File: src/rtl/input_pio_debounce.sv
// input_pio_debounce: debounced Avalon-MM input PIO with edge capture and level interrupt
//
// Parameters:
//   WIDTH           number of input bits (1..32)
//   DEBOUNCE_CYCLES stable synchronised cycles before a bit is accepted (>=1)
//
// Ports:
//   clk        rising-edge clock
//   reset      asynchronous active-high reset
//   in_port    raw asynchronous inputs
//   address    word offset: 0 DATA (RO), 1 MASK (RW), 2 EDGE (W1C), 3 POL (RW, 1 = rising)
//   read       read strobe, readdata valid one cycle later
//   write      write strobe
//   writedata  write data, bits above WIDTH ignored
//   readdata   registered read data, upper bits zero
//   irq        registered OR of EDGE & MASK
//
// Build option: define INPUT_PIO_DEBOUNCE_DEBOUNCE_EN to build the per-bit debounce
// counters; without it the debounced bit is the synchroniser output.
module input_pio_debounce #(
    parameter int WIDTH           = 4,
    parameter int DEBOUNCE_CYCLES = 50000
) (
    input  logic             clk,
    input  logic             reset,
    input  logic [WIDTH-1:0] in_port,
    input  logic [1:0]       address,
    input  logic             read,
    input  logic             write,
    input  logic [31:0]      writedata,
    output logic [31:0]      readdata,
    output logic             irq
);
    logic [WIDTH-1:0] s1, s2, deb, deb_d, mask, edges, pol, hit, clr;
    logic unused_bits;

    assign unused_bits = ^{writedata, DEBOUNCE_CYCLES};

    always_ff @(posedge clk or posedge reset)
        if (reset) begin
            s1 <= '0;
            s2 <= '0;
        end else begin
            s1 <= in_port;
            s2 <= s1;
        end

`ifdef INPUT_PIO_DEBOUNCE_DEBOUNCE_EN
    localparam int CW = $clog2(DEBOUNCE_CYCLES + 1);
    logic [CW-1:0] cnt [WIDTH];

    // The counter runs only while the synchronised bit disagrees with the accepted
    // value; the edge where it would reach DEBOUNCE_CYCLES accepts the new value.
    always_ff @(posedge clk or posedge reset)
        if (reset) begin
            deb <= '0;
            for (int i = 0; i < WIDTH; i++) cnt[i] <= '0;
        end else begin
            for (int i = 0; i < WIDTH; i++)
                if (s2[i] == deb[i]) cnt[i] <= '0;
                else if (cnt[i] == CW'(DEBOUNCE_CYCLES - 1)) begin
                    deb[i] <= s2[i];
                    cnt[i] <= '0;
                end else cnt[i] <= cnt[i] + CW'(1);
        end
`else
    assign deb = s2;
`endif

    // A new qualifying edge takes priority over a simultaneous write-1-to-clear.
    always_comb begin
        hit = (pol & deb & ~deb_d) | (~pol & ~deb & deb_d);
        clr = (write && address == 2'd2) ? writedata[WIDTH-1:0] : '0;
    end

    always_ff @(posedge clk or posedge reset)
        if (reset) begin
            deb_d    <= '0;
            mask     <= '0;
            edges    <= '0;
            pol      <= '0;
            irq      <= 1'b0;
            readdata <= '0;
        end else begin
            deb_d <= deb;
            edges <= (edges & ~clr) | hit;
            irq   <= |(edges & mask);
            if (write && address == 2'd1) mask <= writedata[WIDTH-1:0];
            if (write && address == 2'd3) pol <= writedata[WIDTH-1:0];
            if (read)
                readdata <= address == 2'd0 ? 32'(deb) :
                            address == 2'd1 ? 32'(mask) :
                            address == 2'd2 ? 32'(edges) : 32'(pol);
        end
endmodule

File: config.mk
export PLATFORM = sky130hd
export DESIGN_NAME = input_pio_debounce
export DESIGN_NICKNAME = d
export VERILOG_FILES = /design/src/rtl/input_pio_debounce.sv
export SDC_FILE = /design/constraint.sdc
export NUM_CORES = 1
export LEC_CHECK = 0
export CAP_MARGIN = 20
export CORE_ASPECT_RATIO = 0.75
export CORE_UTILIZATION = 30
export DETAILED_ROUTE_END_ITERATION = 16
export GPL_ROUTABILITY_DRIVEN = 0
export SKIP_CTS_REPAIR_TIMING = 1
export SLEW_MARGIN = 20
export SYNTH_ARGS = -nofsm -noshare
export SYNTH_HDL_FRONTEND = slang
export SYNTH_SLANG_ARGS = --single-unit
File: constraint.sdc
create_clock -name clk -period 2.1 [get_ports clk]
set_clock_uncertainty 0.15 [all_clocks]
set_input_delay 0.21 -clock clk [delete_from_list [all_inputs] [get_ports clk]]
set_output_delay 0.21 -clock clk [all_outputs]
set_load 0.05 [all_outputs]
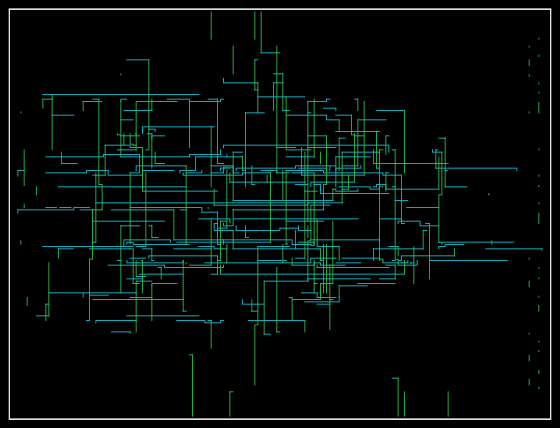
(wiring by layer)
Two of the layers only.
metal 1 -> cyan  # wire length 1150 um
metal 2 -> green  # wire length 799 um
All-Layer GR Usage: 0.107
vias: 792
final wirelength: 2160 um
WL per Instance: 11.4 um

==> results_slide.txt <==
Implementation Results

GRT
  • Largest net degree at the start of global routing: 30
  • Global Route met1 Usage: 0.149
  • M3 GR Usage: 0.0366
  • Global-route wire length before repair: roughly 3500 um
  • Vias in the first global route: 720

Final timing
  • Final setup margin: between 0.3 and 0.4 ns
  • Setup Viol. Count Final: 0
  • Max Slew Vio Count: 0
  • Fin crit share: 0.850
  • Final Critical Period: 1.78 ns
  • RSZ-0062 raised after global routing: false
  • Fmax: between 0.5 and 0.6 GHz

Finish
  • Layout Nets: 175
  • Layout Cell Area excl Fill: roughly 1600 um^2
  • Commonest Layout Cell: dfrtp_1
  • Post-Layout Cell Count: approximately 190
  • Share of post-route cells with drive strength above 1: 0.119

Synthesis
  • # Cells Yosys: between 100 and 150
  • Adder-cell share of the synthesized area: 0
  • Sequential area share after synthesis: 0.535
  • Mapped Cells: 107
  • Syn. warnings: 0
  • Simple-Gate Area Share: 0.106
  • Compound-Gate Fraction of Synth Area: 0.0646
  • Xor+xnor area frac: 0

Clock tree
  • CTS clk-pin slew, worst paths: 0.06 ns
  • Clock sinks: 29
  • CTS tree: yes
  • Clock latency on the worst-skew pair: 0.27 ns
  • Max clock buf depth: 2
  • CTS buffer count: 5
  • CTS H-tree lvls: 2

Worst setup path
  • CP max-delay cell: clkdlybuf4s50_1
  • Worst EP arrival: 1.42 ns
  • Worst-path maximum fanout: 2
  • Startpoint Class: flip-flop
  • Crit-path cells: clkdlybuf4s50_1
  • Worst path bufs/invs: 1
  • Crit. End Element: output pin

Run
  • Max cap viols: 0
  • Tool Warnings: 54

Power and ir drop
  • Leakage power: 0.718 nW
  • Power Dens Cells: slightly above 900 nW/um^2
  • Worst IR Drop VDD: about 0.36 mV

Placement
  • DP Wirelength: 1560 um
  • Placed cell count: 181
  • Place WS: about 0.33 ns

Drt
  • Initial detailed-routing violation count: 50
  • ANT nets after route: 0
  • Wl on met1: 1150 um
  • Highest routed layer: met4
  • Initial DRT Pass Iterations: 4

Run status
  • Status: complete, no violations

Floorplanning
  • Initial Utilization: 0.325
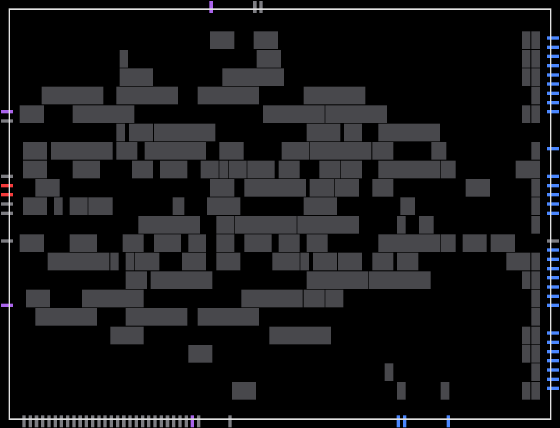
(pin placement)
Pins as bars across the die edge, other pins in grey.
in_port -> purple  # pins 4, direction input, edge 2 west, 1 north, 1 south
address -> red  # pins 2, direction input, edge west
readdata -> blue  # pins 32, direction output, edge 29 east, 3 south
all pins by edge = 33 south, 30 east, 9 west, 3 north
Die Width: 79.6 um
Buffers on Ports: 18

## flip-flops by register name, indices dropped and copies added (netlist names)
register	flops
pol	4
mask	4
s1	4
readdata	4
deb	4
deb_d	4
edges	4
irq	1
## path summary, 6_finish.rpt
| check | from | to | slack [ns] | cells after the start |
|---|---|---|---|---|
| setup / recovery | readdata[3]$_DFFE_PP0P_ | readdata[3] | 0.32 | 1 |
| hold / removal | reset | mask[2]$_DFFE_PP0P_ | 0.15 | 3 |
| setup reg to reg | pol[2]$_DFFE_PP0P_ | edges[2]$_DFF_PP0_ | 0.99 | 2 |
| hold reg to reg | s1[3]$_DFF_PP0_ | deb[3]$_DFF_PP0_ | 0.19 | 0 |
| max in group asynchronous | reset | readdata[1]$_DFFE_PP0P_ | 1.38 | 3 |
| min in group clk | s1[3]$_DFF_PP0_ | deb[3]$_DFF_PP0_ | 0.19 | 0 |
## cell usage after synthesis, drive strengths merged
cell / count / area share
nand2b: 5 / 0.023
nand3b: 1 / 0.0055
nand2: 2 / 0.0055
nand4b: 4 / 0.026
conb: 1 / 0.0028
buf: 29 / 0.16
a22oi: 2 / 0.011
mux2: 8 / 0.066
nor2: 2 / 0.0055
o221ai: 4 / 0.026
a211o: 2 / 0.013
and3b: 4 / 0.026
nand3: 1 / 0.0037
mux2i: 8 / 0.059
inv: 1 / 0.0028
a221o: 2 / 0.015
nor3b: 2 / 0.011
dfrtp: 29 / 0.54
## layout make-up
class	instances	area, um^2	share of cell area
tap	55	68.8	0.0433
timing repair buffer	21	203	0.128
multi-input combinational	75	507	0.319
sequential	29	726	0.457
clock buffer	8	80.1	0.0504
inverter	1	3.75	0.00236
## power breakdown
part	total, mW	internal [mW]	switching, mW
Sequential	0.683	0.631	0.0521
Combinational	0.369	0.124	0.245
Clock	0.423	0.234	0.189
Power and IR drop assume default switching activity.
